### config.mk
export PLATFORM = sky130hd
export DESIGN_NAME = hdmi_video_ctrl
export DESIGN_NICKNAME = d
export VERILOG_FILES = /design/src/rtl/hdmi_video_ctrl.sv
export SDC_FILE = /design/constraint.sdc
export NUM_CORES = 1
export LEC_CHECK = 0
export CAP_MARGIN = 20
export CORE_MARGIN = 1
export CORE_UTILIZATION = 50
export CTS_BUF_LIST = sky130_fd_sc_hd__clkbuf_8
export DETAILED_ROUTE_END_ITERATION = 8
export PLACE_DENSITY = 0.79
export SYNTH_ARGS = -nofsm -noshare
export SYNTH_HDL_FRONTEND = slang
export SYNTH_SLANG_ARGS = --single-unit
### constraint.sdc
create_clock -name PXLCLK_I -period 4.15 [get_ports PXLCLK_I]
set_input_delay 1.245 -clock PXLCLK_I [delete_from_list [all_inputs] [get_ports PXLCLK_I]]
set_output_delay 1.245 -clock PXLCLK_I [all_outputs]
set_load 0.005 [all_outputs]
### src/rtl/hdmi_video_ctrl.sv
// rtl/hdmi_video_ctrl.sv - HDMI video timing generator with test pattern / camera source select
module hdmi_video_ctrl #(
  parameter int   H_ACTIVE      = 1280,
  parameter int   H_FP          = 110,
  parameter int   H_SYNC        = 40,
  parameter int   H_BP          = 220,
  parameter int   V_ACTIVE      = 720,
  parameter int   V_FP          = 5,
  parameter int   V_SYNC        = 5,
  parameter int   V_BP          = 20,
  parameter logic HS_POL        = 1'b1,
  parameter logic VS_POL        = 1'b1,
  parameter int   SETTLE_FRAMES = 2
) (
  input  logic        PXLCLK_I,
  input  logic        RST_I,
  input  logic        LOCKED_I,
  input  logic [3:0]  TPG_mode,
  input  logic        SRC_SEL_I,
  input  logic [23:0] CAM_RGB_I,
  input  logic        CAM_VALID_I,
  output logic        VGA_HS,
  output logic        VGA_VS,
  output logic        VGA_DE,
  output logic [23:0] VGA_RGB,
  output logic [11:0] H_CNT,
  output logic [10:0] V_CNT,
  output logic        FRAME_START,
  output logic [3:0]  ACTIVE_MODE,
  output logic        ACTIVE_SRC,
  output logic [1:0]  STATE,
  output logic        UNDERFLOW_O
);

  localparam int H_TOTAL = H_ACTIVE + H_FP + H_SYNC + H_BP;
  localparam int V_TOTAL = V_ACTIVE + V_FP + V_SYNC + V_BP;
  localparam logic [11:0] H_LAST   = 12'(H_TOTAL - 1);
  localparam logic [11:0] H_ACT    = 12'(H_ACTIVE);
  localparam logic [11:0] HS_START = 12'(H_ACTIVE + H_FP);
  localparam logic [11:0] HS_END   = 12'(H_ACTIVE + H_FP + H_SYNC);
  localparam logic [10:0] V_LAST   = 11'(V_TOTAL - 1);
  localparam logic [10:0] V_ACT    = 11'(V_ACTIVE);
  localparam logic [10:0] VS_START = 11'(V_ACTIVE + V_FP);
  localparam logic [10:0] VS_END   = 11'(V_ACTIVE + V_FP + V_SYNC);
  localparam logic [3:0]  SETTLE_LAST = 4'(SETTLE_FRAMES - 1);

  typedef enum logic [1:0] {
    S_IDLE   = 2'b00,
    S_SETTLE = 2'b01,
    S_RUN    = 2'b10
  } state_t;

  state_t      state_q, state_d;
  logic        lock_m_q, lock_s_q;
  logic [11:0] h_q, h_d;
  logic [10:0] v_q, v_d;
  logic [3:0]  settle_q, settle_d;
  logic        hs_q, hs_d, vs_q, vs_d, de_q, de_d, fs_q, fs_d;
  logic [23:0] rgb_q, rgb_d;
  logic [11:0] hout_q, hout_d;
  logic [10:0] vout_q, vout_d;
  logic [3:0]  mode_q, mode_d;
  logic        src_q, src_d, uf_q, uf_d;

  logic        run_en, at_origin, active, src_eff;
  logic [3:0]  mode_eff;
  logic [7:0]  gray;
  logic [23:0] tpg;

  // Counters and outputs only move once the FSM has left IDLE and lock is still present,
  // so a falling lock clears everything on the same edge that returns the FSM to IDLE.
  assign run_en    = lock_s_q && (state_q != S_IDLE);
  assign at_origin = (h_q == 12'd0) && (v_q == 11'd0);
  assign active    = (h_q < H_ACT) && (v_q < V_ACT);
  assign mode_eff  = at_origin ? TPG_mode : mode_q;
  assign src_eff   = at_origin ? SRC_SEL_I : src_q;
  assign gray      = h_q[7:0] + v_q[7:0];

  always_comb begin
    tpg = 24'h000000;
    case (mode_eff)
      4'h1: tpg = 24'hFF0000;
      4'h2: tpg = 24'h00FF00;
      4'h3: tpg = 24'h0000FF;
      4'h4: tpg = 24'hFFFFFF;
      4'h5: tpg = {h_q[7:0], 16'h0000};
      4'h6: tpg = {8'h00, h_q[7:0], 8'h00};
      4'h7: tpg = {16'h0000, h_q[7:0]};
      4'h8: tpg = {h_q[7:0], h_q[7:0], h_q[7:0]};
      4'h9: tpg = (h_q[5] ^ v_q[5]) ? 24'hFFFFFF : 24'h000000;
      4'hA: tpg = {gray, gray, gray};
      4'hB: tpg = ((h_q[4:0] == 5'd0) || (v_q[4:0] == 5'd0)) ? 24'hFFFFFF : 24'h000000;
      default: tpg = 24'h000000;
    endcase
  end

  always_comb begin
    state_d  = state_q;
    settle_d = settle_q;
    h_d      = 12'd0;
    v_d      = 11'd0;
    hs_d     = ~HS_POL;
    vs_d     = ~VS_POL;
    de_d     = 1'b0;
    rgb_d    = 24'h000000;
    hout_d   = 12'd0;
    vout_d   = 11'd0;
    fs_d     = 1'b0;
    mode_d   = 4'h0;
    src_d    = 1'b0;
    uf_d     = uf_q;

    case (state_q)
      S_IDLE: if (lock_s_q) state_d = S_SETTLE;
      S_SETTLE: begin
        if (h_q == H_LAST && v_q == V_LAST) begin
          if (settle_q == SETTLE_LAST) begin
            state_d  = S_RUN;
            settle_d = 4'd0;
          end else begin
            settle_d = settle_q + 4'd1;
          end
        end
      end
      S_RUN: ;
      default: state_d = S_IDLE;
    endcase
    if (!lock_s_q) begin
      state_d  = S_IDLE;
      settle_d = 4'd0;
    end

    if (run_en) begin
      h_d    = (h_q == H_LAST) ? 12'd0 : h_q + 12'd1;
      v_d    = (h_q != H_LAST) ? v_q : ((v_q == V_LAST) ? 11'd0 : v_q + 11'd1);
      hs_d   = ((h_q >= HS_START) && (h_q < HS_END)) ? HS_POL : ~HS_POL;
      vs_d   = ((v_q >= VS_START) && (v_q < VS_END)) ? VS_POL : ~VS_POL;
      hout_d = h_q;
      vout_d = v_q;
      fs_d   = at_origin;
      mode_d = mode_eff;
      src_d  = src_eff;
      if (state_q == S_RUN && active) begin
        de_d = 1'b1;
        if (src_eff) begin
          rgb_d = CAM_VALID_I ? CAM_RGB_I : 24'h000000;
          if (!CAM_VALID_I) uf_d = 1'b1;
        end else begin
          rgb_d = tpg;
        end
      end
    end
  end

  always_ff @(posedge PXLCLK_I) begin
    if (RST_I) begin
      state_q  <= S_IDLE;
      lock_m_q <= 1'b0;
      lock_s_q <= 1'b0;
      h_q      <= 12'd0;
      v_q      <= 11'd0;
      settle_q <= 4'd0;
      hs_q     <= ~HS_POL;
      vs_q     <= ~VS_POL;
      de_q     <= 1'b0;
      rgb_q    <= 24'h000000;
      hout_q   <= 12'd0;
      vout_q   <= 11'd0;
      fs_q     <= 1'b0;
      mode_q   <= 4'h0;
      src_q    <= 1'b0;
      uf_q     <= 1'b0;
    end else begin
      state_q  <= state_d;
      lock_m_q <= LOCKED_I;
      lock_s_q <= lock_m_q;
      h_q      <= h_d;
      v_q      <= v_d;
      settle_q <= settle_d;
      hs_q     <= hs_d;
      vs_q     <= vs_d;
      de_q     <= de_d;
      rgb_q    <= rgb_d;
      hout_q   <= hout_d;
      vout_q   <= vout_d;
      fs_q     <= fs_d;
      mode_q   <= mode_d;
      src_q    <= src_d;
      uf_q     <= uf_d;
    end
  end

  assign VGA_HS      = hs_q;
  assign VGA_VS      = vs_q;
  assign VGA_DE      = de_q;
  assign VGA_RGB     = rgb_q;
  assign H_CNT       = hout_q;
  assign V_CNT       = vout_q;
  assign FRAME_START = fs_q;
  assign ACTIVE_MODE = mode_q;
  assign ACTIVE_SRC  = src_q;
  assign STATE       = state_q;
  assign UNDERFLOW_O = uf_q;

endmodule

==> GITHUB_STEP_SUMMARY, run 1 <==
### Flow metrics

| Metric | Value |
|---|---|
| Status | finished, final reports clean |
| Tcrit/Tclk final | 0.9201 |
| Repair and plain buffers | 101 |
| Vias in the first global route | roughly 3,500 |
| Vias | around 3,800 |
| First-pass iteration count of the detailed router | 5 |
| Crit path largest cell delay | 0.49 ns |
| Top FF cell, synth | dfxtp_1 |
| CP cell instances | inv_1 -> ha_1 -> or4b_1 -> nand4b_4 -> nor4_4 -> mux2i_1 -> ha_1 -> inv_1 -> o21ai_0 -> nand2_1 -> a31o_1 -> a21oi_1 |
| Top cells by area | dfxtp_1 41%, nand2_1 5.9%, ha_1 4.7% |
| First-pass GRT wire length | about 18,000 um |
| Net Sw Power | 375.7 uW |
| Post-synth top area cell | dfxtp_1 |
| Inserted Clock Buffers | 9 |
| Highest Clock Rate | roughly 260 MHz |
| Sequential element share of the synthesized area | 0.4123 |
| Initial antenna violation count | 0 |
| P_leak | 0.002032 uW |
| Most instantiated logic cell after routing | clkdlybuf4s50_1 |
| Core ar. | 8258 um^2 |
| WP data required | 4.44 ns |
| Multi-input comb cells | around 350 |
| CP Max Fanout | 17 |
| Max Cap Viol | 0 |
| Yosys stat cell total | a little under 500 |
| Critical path class | reg -> reg |
| Post-DP Area | around 5200 um^2 |
==> run 1: through the flow <==
step | hold WS (ns) | util | power, uW | setup slack, ns
finish | 0.4481 | 0.6609 | 1577 | 0.3314
global route | 0.4780 | 0.6609 | 1628 | 0.03226
CTS | 0.4532 | 0.6609 | 1587 | 0.3741
detailed placement | 0.4240 | 0.6352 | 964.3 | 0.4065
global placement | 0.4194 | 0.6352 | 962.2 | 0.5499
floorplan | 0.4138 | - | 918.2 | 0.6139
==> run 1: power groups by stage <==
| stage | registers, uW | logic [uW] | clock network (uW) |
|---|---|---|---|
| floorplan | 865 | 53.0 | 0 |
| global placement | 865 | 96.8 | 0 |
| detailed placement | 865 | 98.9 | 0 |
| CTS | 846 | 99.6 | 642 |
| global route | 846 | 108 | 674 |
| finish | 846 | 101 | 630 |
==> run 1: worst reg2reg max path, delay by kind of cell, from the launching register on <==
kind | cells | cell delay [ns]
AOI/OAI and AO/OA | 3 | 0.74
adders and majority gates | 2 | 0.45
buffers and inverters | 2 | 0.22
DFF | 1 | 0.47
muxes | 1 | 0.41
and+or+nand+nor | 4 | 1.46
==> run 1: final timing paths <==
check	startpoint	endpoint	slack, ns	cells after the start
worst max-delay path	h_q[1]	VGA_RGB[16]	0.33	12
worst min-delay path	lock_m_q	lock_s_q	0.45	1
worst max register to register	h_q[1]	VGA_RGB[16]	0.33	12
worst min register to register	lock_m_q	lock_s_q	0.45	1
==> run 1: routing by layer <==
layer,wire (um),vias to the layer above
li1,-,1842
met1,4731,1777
met2,5146,202
met3,1055,22
met4,144,0
met5,0,-
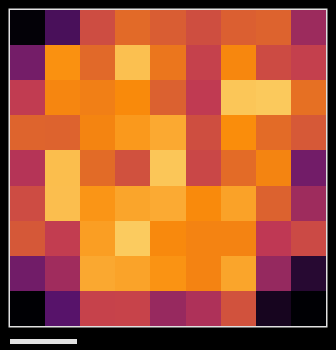
**Above:** run 1 (placement density heat map).
Scale bar: 20 um. 9 x 9 tiles, from black (low) to pale yellow (high), 0 to 100% covered.
emptiest ninth of the die: lower right
fullest tile: 89%
nearly empty tiles: 3.7%
tiles over 75% full: 25%

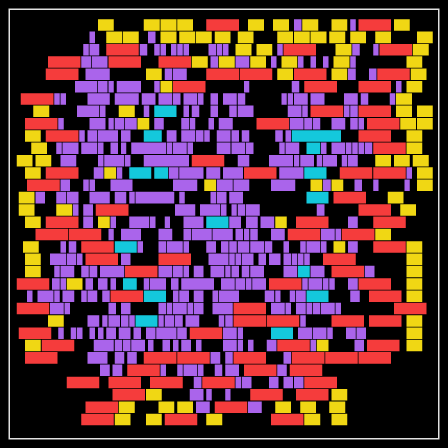
**Above:** run 1 (cells coloured by class).
| class | colour | cells | share of their area |
|---|---|---|---|
| combinational and other logic | purple | 367 | 44% |
| other buffers and delay cells | yellow | 101 | 19% |
| clock drivers and dummy loads | cyan | 16 | 4.0% |
| flops | red | 88 | 33% |

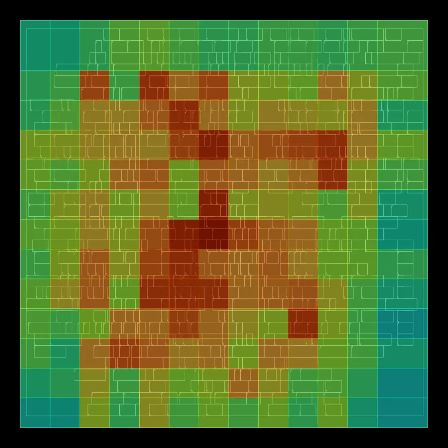
**Above:** run 1 (routing congestion).
Total Routing Usage GR: 0.2554
drt wl/cell: 16.36 um
Final Util: 0.6609

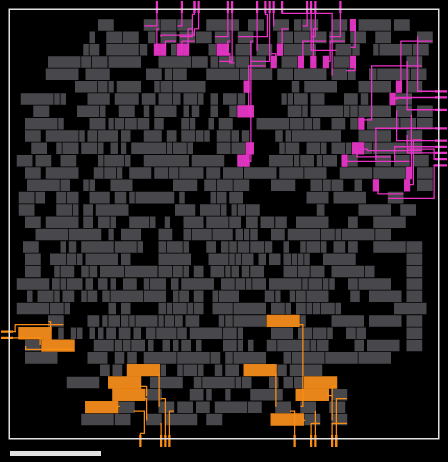
**Above:** run 1 (wires at chosen ports, followed through buffers).
Scale bar: 20 um.
| port | colour | bits | direction | edge | end cells | buffers | wire |
|---|---|---|---|---|---|---|---|
| `V_CNT` | orange | 11 | output | 9 bottom, 2 left | 11 | 11 | 150 um |
| `CAM_RGB_I` | magenta | 24 | input | 15 top, 9 right | 26 | 24 | 513 um |

## Run 2: what changed since run 1
CAP_MARGIN = 0   (was 20)
PLACE_DENSITY = 0.88   (was 0.79)
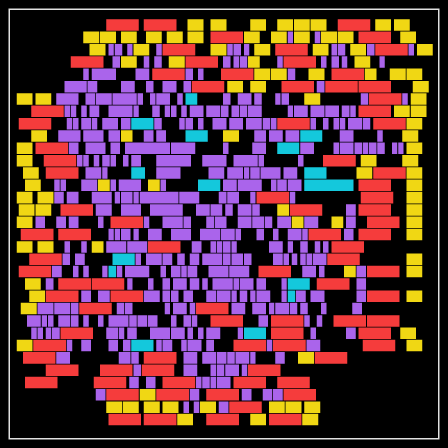
**Above:** run 2 (cells coloured by class).
| class | colour | cells | share of their area |
|---|---|---|---|
| flops | red | 88 | 33% |
| clock drivers and dummy loads | cyan | 15 | 3.7% |
| combinational and other logic | purple | 367 | 45% |
| other buffers and delay cells | yellow | 101 | 19% |

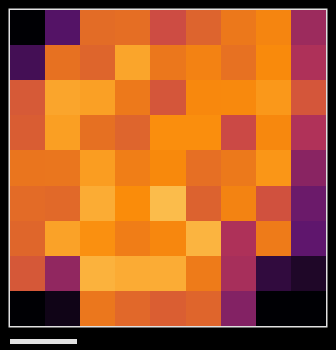
**Above:** run 2 (placement density heat map).
Scale bar: 20 um. 9 x 9 tiles, from black (low) to pale yellow (high), 0 to 100% covered.
nearly empty tiles: 4.9%
mean over tiles: 60%
emptiest ninth of the die: lower right

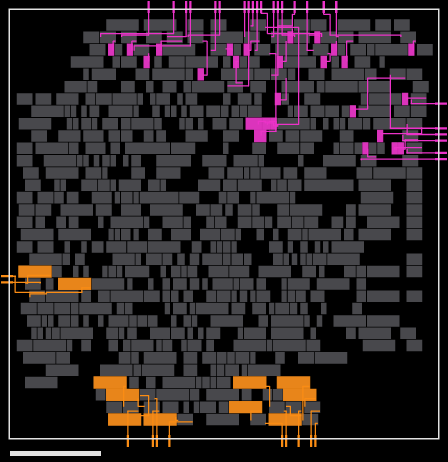
**Above:** run 2 (wires at chosen ports, followed through buffers).
Scale bar: 20 um.
port bufs: 91
I/O pin count: 92

==> GITHUB_STEP_SUMMARY, run 2 <==
### Flow metrics

| Metric | Value |
|---|---|
| Top FF cell, synth | dfxtp_1 |
| Total Routing Usage GR | 0.2516 (-0.003802) |
| Max Cap Viol | 0 (unchanged) |
| Final Util | 0.6586 (-0.002273) |
| Highest Clock Rate | 263.7 MHz (+0.70%) |
| Final setup margin | 0.3581 ns (+0.02666 ns) |
| Reg2reg setup slack | 0.36 ns (+0.03 ns) |
| Yosys stat cell total | 486 (unchanged) |
| CP cell instances | inv_1 -> ha_1 -> or4b_1 -> nand4b_4 -> nor4_4 -> mux2i_1 -> inv_1 -> ha_1 -> and2_1 -> a221oi_2 -> a31o_1 -> a21oi_1 |
| Most instantiated logic cell after routing | clkdlybuf4s50_1 |
| First-pass GRT wire length | 17,210 um (-1.7%) |
| Vias in the first global route | 3,571 (+1.3%) |
| Vias | 3,809 (-0.88%) |
| Core ar. | 8258 um^2 (unchanged) |
| Post-Syn Area | 4273 um^2 |
| Sequential element share of the synthesized area | 0.4123 (unchanged) |
| WHS | 0.4485 ns (+0.0004220 ns) |
| Status | finished, final reports clean |
| Drt wl/cell | 16.15 um (-1.3%) |
| Inserted Clock Buffers | 9 (unchanged) |
| First-pass iteration count of the detailed router | 7 (+2) |
| Critical path class | reg -> reg |
| Post-DP Area | 5245 um^2 (unchanged) |
| Die height | 94.44 um |
| Crit path largest cell delay | 0.48 ns (about the same) |
| Tcrit/Tclk final | 0.9137 (-0.006424) |
| Worst Hold Class | reg -> reg |
| Worst-case reg-to-reg path depth | 12 (unchanged) |
| Cell depth of the worst min-delay path | 1 (unchanged) |
| CP Depth | 12 (unchanged) |
==> run 2: kinds of logic (layout without fill, tap and decap cells) <==
| family | count (synthesis) | after routing |
|---|---|---|
| DFF | 88 | 88 |
| xor gates and xnor gates | 27 | 27 |
| buffers and inverters | 44 | 129 |
| muxes | 13 | 13 |
| adders and majority gates | 17 | 17 |
| AOI/OAI and AO/OA | 89 | 89 |
| and+or+nand+nor | 208 | 208 |
==> run 2: layer usage <==
metal	track usage	vias up	part of all wire
met3	0.06361	30	0.068
met2	0.3986	162	0.46
met1	0.3347	1783	0.45
met5	0	-	0
met4	0.07949	0	0.021
li1	-	1834	-
==> run 2: final timing paths <==
kind,from,end
setup / recovery,h_q[1],VGA_RGB[16]
hold / removal,lock_m_q,lock_s_q
setup reg to reg,h_q[1],VGA_RGB[16]
hold reg to reg,lock_m_q,lock_s_q
==> run 2: where the power goes <==
| part | total (uW) | internal (uW) | switching [uW] | leakage, uW |
|---|---|---|---|---|
| registers | 845 | 845 | 0.769 | 0.000709 |
| logic | 99.7 | 51.8 | 48.0 | 0.00122 |
| clock network | 587 | 291 | 295 | 0.0000985 |
| total | 1530 | 1190 | 344 | 0.00203 |
==> run 2: final cells by class <==
class / count / area, um^2
inverter: 13 / 48.80
tap: 105 / 131.4
fill: 737 / 2819
timing repair buffer: 101 / 985.9
sequential: 88 / 1762
multi-input combinational: 354 / 2317
clock buffer: 10 / 137.6
clock inverter: 5 / 56.30
No activity file was given, so power comes from the tool's default toggle rates.
